Fig. 1: run 1, port wiring
(4 px per um)
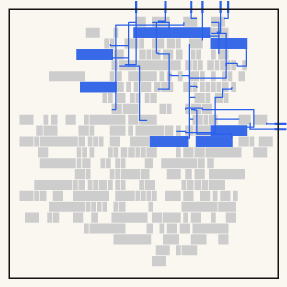
Fig. 2: run 1, I/O pins on the die edge
(8 px per um) Pins as bars across the die edge, other pins in grey.
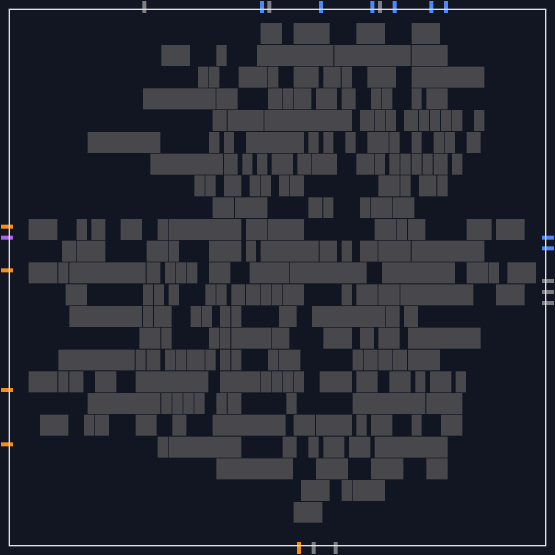
Fig. 3: run 1, cell placement
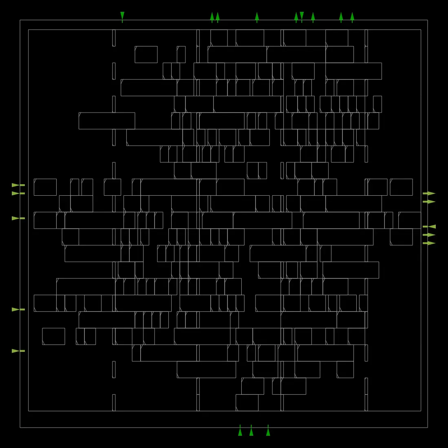
### config.mk
export PLATFORM = sky130hd
export DESIGN_NAME = seq_detect_param
export DESIGN_NICKNAME = d
export VERILOG_FILES = /design/src/rtl/seq_detect_param.sv
export SDC_FILE = /design/constraint.sdc
export NUM_CORES = 1
export LEC_CHECK = 0
export ABC_AREA = 1
export CORE_UTILIZATION = 30
export DETAILED_ROUTE_END_ITERATION = 7
export SLEW_MARGIN = 0
export SYNTH_ARGS = -nofsm -noshare
export SYNTH_HDL_FRONTEND = slang
export SYNTH_SLANG_ARGS = --single-unit
### constraint.sdc
create_clock -name clk -period 1.5 [get_ports clk]
set_clock_uncertainty 0.05 [all_clocks]
set_input_delay 0.225 -clock clk [delete_from_list [all_inputs] [get_ports clk]]
set_output_delay 0.225 -clock clk [all_outputs]
set_load 0.005 [all_outputs]
### src/rtl/seq_detect_param.sv
// Parametrised serial pattern detector with runtime-loadable pattern,
// overlap control, input qualifier and saturating match counter.
module seq_detect_param #(
  parameter int               PAT_W   = 5,
  parameter logic [PAT_W-1:0] PATTERN = 5'b10110,
  parameter bit               OVERLAP = 1'b1,
  parameter int               CNT_W   = 8
) (
  input  logic             clk,
  input  logic             rst,
  input  logic             in,
  input  logic             in_vld,
  input  logic             pat_ld,
  input  logic [PAT_W-1:0] pat_in,
  input  logic             cnt_clr,
  output logic             match,
  output logic             match_r,
  output logic [CNT_W-1:0] match_cnt,
  output logic             cnt_ovf
);

  localparam int FW = (PAT_W > 2) ? $clog2(PAT_W) : 1;
  localparam logic [FW-1:0] FILL_MAX = FW'(PAT_W - 1);
  localparam logic [CNT_W-1:0] CNT_MAX = '1;

  logic [PAT_W-2:0] hist;
  logic [FW-1:0]    fill;
  logic [PAT_W-1:0] pat;
  logic [PAT_W-1:0] win;
  logic             take;

  assign take  = in_vld & ~pat_ld;
  assign win   = {hist, in};
  assign match = take & (fill == FILL_MAX) & (win == pat);

  // A pattern load restarts the search; the coincident bit is dropped.
  always_ff @(posedge clk or posedge rst) begin
    if (rst) begin
      hist    <= '0;
      fill    <= '0;
      pat     <= PATTERN;
      match_r <= 1'b0;
    end else begin
      match_r <= match;
      if (pat_ld) begin
        pat  <= pat_in;
        fill <= '0;
      end else if (in_vld) begin
        hist <= win[PAT_W-2:0];
        if (match && !OVERLAP)
          fill <= '0;
        else if (fill != FILL_MAX)
          fill <= fill + FW'(1);
      end
    end
  end

  always_ff @(posedge clk or posedge rst) begin
    if (rst) begin
      match_cnt <= '0;
      cnt_ovf   <= 1'b0;
    end else if (cnt_clr) begin
      match_cnt <= match ? CNT_W'(1) : '0;
      cnt_ovf   <= 1'b0;
    end else if (match) begin
      if (match_cnt == CNT_MAX)
        cnt_ovf <= 1'b1;
      else
        match_cnt <= match_cnt + CNT_W'(1);
    end
  end

endmodule

==> metrics.yaml, run 1 <==
drt:
  drcViolationCount: 0
  drt-total-wl_um: 2896
  wl_per_cell_um: 10.27
  firstDrtPassIters: 4
  first_iter_violations: 64
  routed_via_density: 4.369
  num_vias: 1232
cells_and_area:
  fin_nets: 247
  drive_gt1_share_pct: 30.60
  diodes: 0
  fin_area_mm2: 0.001939
  fin_cells: 282
  areaGrowthSynthToFinish_pct: 53.62
final_timing:
  drv_slew: 0
  tns_ns: -0.9298
  hold_violations: 0
  post-route-min-period_ns: 1.648
  max_freq_mhz: 607.0
  timing.hold.ws_ns: 0.2417
  fin_ws_ns: -0.1476
  finalCritPeriodShare_pct: 109.8
  slew_headroom_pct: 81.00
  finalSetupViolations: 9
  worst_slew_pin_slew_ns: 0.2850
synth:
  yosysTopAreaCellShare_pct: 37.66
  synthTopCellsByCount: "64 x nand2_1, 26 x inv_1, 19 x dfrtp_1, 17 x nor2_1"
  yosysTopAreaCell: "dfrtp_1"
  async_flop_share_pct: 100.0
  flop_cell: "dfrtp_1"
  ys_chip_area_mm2: 0.001262
  syn-num-nets: 186
  ys_warn_count: 0
  syn_avg_cell_area_um2: 7.340
  ys_types: 20
  synth_stat.cells: 172
  synth_top_cell_by_count: "nand2_1"
  syn_inst: 172
  ys_ff: 22
  synthesis.area_mm2: 0.001262
  netlist_top_cells_area: "dfrtp_1 38%, nand2_1 19%, inv_1 7.7%"
  edf_count: 0
  ys_seq_share_pct: 43.90
worst_setup_path:
  arrival_ns: 1.37
  crit_path_end_kind: "primary output"
  worstSetupPathType: "register to primary output"
  path_max_fanout: 2
  crit_required_ns: 1.22
  crit_path_start: "pat[2]$_DFFE_PP1P_"
  startpoint_type: "register"
  r2r-start: "pat[2]$_DFFE_PP1P_"
clock_tree:
  htreeDepth: 1
  cts.path.max_buffers: 2
  clock_latency_ns: 0.26
  tritoncts.num_buffers: 3
  root_buffer: "clkbuf_8"
  clk_pin_slew_ns: 0.09
  cts_hold_buffers: 0
  clkSinkCount: 22
power:
  p_per_area_mw_per_mm2: 764.0
  p_leak_nw: 1.057
  p_total_mw: 1.482
  ir_drop_mv: 0.4096
hold_path:
  hold_path.class: "primary input to asynchronous set/reset pin"
placement:
  routabilityCongestion: 0.8298
  dp_cells: 263
  hpwl_um: 1971
die:
  core_mm2: 0.004029
  rows: 23
  fp_util_pct: 31.34
  dieArea_mm2: 0.004472
global_routing:
  use_met1_pct: 18.80
  grt_max_degree: 23
  grt_busiest_layer: "met2"
  track_usage_pct: 14.09
  grt_antenna_before_repair: 0
  globalRouteOverflowTotal: 0
  grtUsageMet2_pct: 22.47
  grt_first_pass_wirelength_um: 4774
job:
  drv_cap: 0
  warnings: 29
run_status:
  violations: "negative setup slack"
  run_status: "complete, but fails checks"
Back to the opening pictures, Fig. 1:
| port | colour | direction | edge | end cells | buffers | wire |
|---|---|---|---|---|---|---|
| match_cnt | blue | output | 6 north, 2 east | 8 | 9 | 316 um |
io pins: 22
port bufs: 21

Back to the opening pictures, Fig. 2:
| port | colour | pins | direction | edge |
|---|---|---|---|---|
| in | purple | 1 | input | west |
| match_cnt | blue | 8 | output | 6 north, 2 east |
| pat_in | orange | 5 | input | 4 west, 1 south |
Die X: 66.87 um
Die H: 66.87 um

Back to the opening pictures, Fig. 3:
n_taps: 50
flip-flops: 22

## run 1: routing by layer
| layer | vias up | part of all wire, % |
|---|---|---|
| li1 | 650 | - |
| met2 | 18 | 46 |
| met1 | 560 | 49 |
| met5 | - | 0 |
| met3 | 4 | 2.8 |
| met4 | 0 | 1.9 |
## run 1: worst max-delay path, cell delays in order, from the launching register on
cell     delay [ns]
dfstp_2        0.54
inv_2          0.04
nand2_2        0.06
nand2_1        0.06
nor2_1         0.09
nand2_1        0.07
nor2_2         0.11
buf_2          0.13
## run 1: final timing paths
kind | endpoint | slack (ns) | depth (start not counted)
setup reg to reg | match_cnt[3]$_DFFE_PP0P_ | -0.11 | 11
hold reg to reg | hist[1]$_DFFE_PP0P_ | 0.48 | 2
min in group clk | fill[0]$_DFFE_PP0P_ | 0.27 | 3
max in group asynchronous | pat[1]$_DFFE_PP1P_ | 0.88 | 3
setup / recovery | match | -0.15 | 7
hold / removal | match_cnt[0]$_DFFE_PP0P_ | 0.24 | 3
## run 1: power by group
part	internal [mW]	switching, mW	total, mW
Combinational	0.134	0.127	0.261
Sequential	0.633	0.0235	0.657
Clock	0.356	0.207	0.564
## run 1: kinds of logic (layout without fill, tap and decap cells)
group                    after synthesis  count (layout)  synth area share, %
XOR/XNOR                               2               2                1.388
AND-OR/OR-AND                         16              16                6.541
buffers and inverters                 28              88                10.60
adder cells (fa/ha/maj)                3               3                2.974
flip-flops                            22              22                43.91
AND/OR/NAND/NOR                      101             101                34.59
## run 1: through the flow
stage / utilization (%) / setup slack, ns
final: 48.14 / -0.1476
after global routing: 48.14 / -0.2526
after CTS: 45.90 / -0.1527
after detailed placement: 41.61 / -0.5087
after global placement: 41.61 / -0.5190
after floorplan: - / 0.1010
## run 1: state kept, by name, indices dropped and copies added, names as in the netlist
signal     flops
fill           3
match_r        1
cnt_ovf        1
match_cnt      8
hist           4
pat            5
## run 1: placed cells by master (no fill, tap or decap), types with 2 or more instances in the layout
cell and instances:
buf_6 3, nand2_4 3, a21oi_1 2, nor2_1 15
buf_4 33, dfrtp_1 16, nand3_1 12, o21ai_0 11
clkdlybuf4s50_1 15, inv_1 21, nor2_4 2, inv_2 5
nand4_1 2, clkbuf_8 3, dfstp_2 3, dlymetal6s2s_1 4
dfrtp_2 3, nand2_1 55, ha_1 2, nand2_2 8
nor2_2 2, o21ai_1 2
## run 1: what timing repair did
item	in CTS	in global routing
cloned	0	0
buffers inserted	10	7
setup endpoints to repair	14	18
pin swaps	9	7
resized	24	15
## run 1: final cells by class
| class | instances | area (um^2) |
|---|---|---|
| Sequential cell | 22 | 558.0 |
| Timing Repair Buffer | 58 | 515.5 |
| Fill cell | 409 | 2090 |
| Clock inverter | 1 | 30.03 |
| Inverter | 26 | 97.59 |
| Tap cell | 50 | 62.56 |
| Multi-Input combinational cell | 122 | 634.4 |
| Clock buffer | 3 | 41.29 |
==> run 2: changes to the inputs <==
==> constraint.sdc (replaced) <==
create_clock -name clk -period 1.85 [get_ports clk]
set_clock_uncertainty 0.05 [all_clocks]
set_input_delay 0.2775 -clock clk [delete_from_list [all_inputs] [get_ports clk]]
set_output_delay 0.2775 -clock clk [all_outputs]
set_load 0.005 [all_outputs]
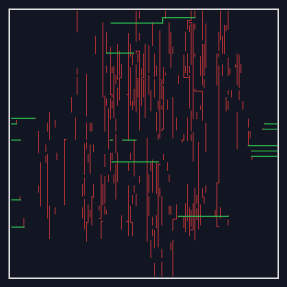
Fig. 4. Routed metal, one colour a layer (run 2).
(4 px per um) Two of the layers only.
| layer | colour | wire length |
|---|---|---|
| metal 3 | green | 95.9 um |
| metal 2 | red | 1200 um |
final wirelength: 2588 um
routed via count: 1124
GR Util All Layers: 13.60%
Routed WL per cell: 10.15 um

==> run 2 against run 1 <==
Compared with the run above:
- design area is 15% lower
- routed wire length is 11% lower
- worst setup slack better by 0.29 ns
- highest routed layer unchanged
- first-iteration DRC count is 50% lower
- non-clock buffer count is 27 lower
- cell count is 9.6% lower
- register-to-register slack better by 0.37 ns
- critical path type unchanged
- combinational power is about 40% lower
- the run now ends clean
==> metrics.yaml, run 2 <==
final_timing:
  post-route-min-period_ns: 1.704
  tns_ns: 0
  slew_headroom_pct: 81.26
  hold_violations: 0
  worst_slew_pin_slew_ns: 0.2812
  finalSetupViolations: 0
  drv_slew: 0
  max_freq_mhz: 586.7
  finalCritPeriodShare_pct: 92.13
clock_tree:
  root_buffer: "clkbuf_8"
  tritoncts.num_buffers: 3
  clk_pin_slew_ns: 0.08
  htreeDepth: 1
  cts_setup_buffers: 0
  clkSinkCount: 22
synth:
  ys_warn_count: 0
  synth_top_cell_by_count: "nand2_1"
  yosysTopAreaCell: "dfrtp_1"
  ys_ff: 22
  edf_count: 0
  ys_sh_adder_pct: 2.973
  synthTopCellsByCount: "64 x nand2_1, 26 x inv_1, 19 x dfrtp_1, 17 x nor2_1"
  ys_seq_share_pct: 43.90
  async_flop_share_pct: 100.0
  syn-num-nets: 186
  synthesis.area_mm2: 0.001262
  ys_chip_area_mm2: 0.001262
  yosysTopAreaCellShare_pct: 37.66
  synth.logic.top_family: "simple AND/OR/NAND/NOR gates"
die:
  core_mm2: 0.004029
  dieArea_mm2: 0.004472
  fp_util_pct: 31.34
  die_x_um: 66.87
  rows: 23
cells_and_area:
  drive_gt1_share_pct: 12.20
  areaGrowthSynthToFinish_pct: 31.32
  largestRegisters: "match_cnt: 8 flops, pat: 5 flops, hist: 4 flops"
  top_register: "match_cnt"
  fin_nets: 220
  combGateArea_um2: 576.8
  fin_area_mm2: 0.001658
  diodes: 0
  largest_reg_flops: 8
placement:
  routabilityCongestion: 0.7565
  hpwl_um: 1953
  port_buffers: 21
hold_path:
  hold_depth: 3
  hold_path.class: "primary input to register"
global_routing:
  globalRouteOverflowTotal: 0
  grt_max_degree: 23
  grt_antenna_before_repair: 0
worst_setup_path:
  crit_required_ns: 1.52
  slowest_stage: "dfrtp_1"
  startpoint_type: "register"
  worstSetupPathType: "register to primary output"
  rr_worst_depth: 12
power:
  p_total_mw: 1.140
  p_comb_share_pct: 13.7
  p_clk_share_pct: 39.8
drt:
  drcViolationCount: 0
  firstDrtPassIters: 4
  first_iter_violations: 32
  routed_via_density: 4.408
run_status:
  run_status: "completed"
job:
  drv_cap: 0
==> run 2: netlist changes by cell type in the layout (fill, tap and decap cells not counted), sizes merged <==
cell / before / now
dlygate4sd2: 1 / 0
clkbuf: 3 / 4
dlymetal6s2s: 4 / 1
clkdlybuf4s50: 15 / 19
buf: 38 / 10
==> run 2: cells by family (layout without fill, tap and decap cells) <==
kind of cell               after synthesis  count (layout)
xor gates and xnor gates                 2               2
DFF                                     22              22
AOI/OAI and AO/OA                       16              16
and+or+nand+nor                        101             101
adders and majority gates                3               3
buffers and inverters                   28              61
==> run 2: worst max-delay path, delay by kind of cell, from the launching register on <==
family / cells / cell delay [ns]
flops: 1 / 0.40
buf+inv: 3 / 0.27
simple gates: 3 / 0.31
fa+ha+maj: 1 / 0.15
==> run 2: path summary, 6_finish.rpt <==
check / start / endpoint
max in group asynchronous: rst / pat[1]$_DFFE_PP1P_
hold / removal: in / hist[0]$_DFFE_PP0P_
setup reg to reg: fill[0]$_DFFE_PP0P_ / match_cnt[7]$_DFFE_PP0P_
setup / recovery: fill[0]$_DFFE_PP0P_ / match
hold reg to reg: fill[2]$_DFFE_PP0P_ / fill[2]$_DFFE_PP0P_
min in group asynchronous: rst / match_cnt[0]$_DFFE_PP0P_
==> run 2: area by class of cell <==
type                            count  share of cell area (%)
Clock buffer                        3                   2.491
Clock inverter                      1                   1.811
Inverter                           26                   5.887
Multi-Input combinational cell    122                   34.79
Sequential cell                    22                   33.43
Tap cell                           50                   3.774
Timing Repair Buffer               31                   17.81
==> run 2: power by group through the flow <==
stage,combinational (mW),sequential (mW),clock (mW)
after floorplan,0.103,0.536,0
after global placement,0.157,0.538,0
after detailed placement,0.158,0.540,0
after CTS,0.160,0.530,0.466
after global routing,0.181,0.535,0.478
final,0.156,0.530,0.454
==> run 2: metrics by stage <==
| stage | std cells | hold WS, ns | setup slack [ns] |
|---|---|---|---|
| 2_1_floorplan | 172 | 0.2145 | 0.4510 |
| 3_3_place_gp | 251 | 0.4079 | -0.2694 |
| 3_5_place_dp | 251 | 0.4165 | -0.2771 |
| 4_1_cts | 255 | 0.3076 | 0.003355 |
| 5_1_grt | 255 | 0.3181 | 0.05712 |
| 6_report | 255 | 0.2584 | 0.1455 |
==> run 2: layer usage <==
metal	part of all wire (%)	global-route usage (%)
met2	47	22.60
met5	0	0
met3	3.7	2.226
met1	48	16.54
met4	2.0	7.447
==> run 2: what timing repair did <==
action | CTS | global route
hold buffers | 0 | 0
setup endpoints to repair | 1 | 1
pin swaps | 1 | 1
gates resized | 2 | 4
gates cloned | 0 | 0
Power and IR drop assume default switching activity.
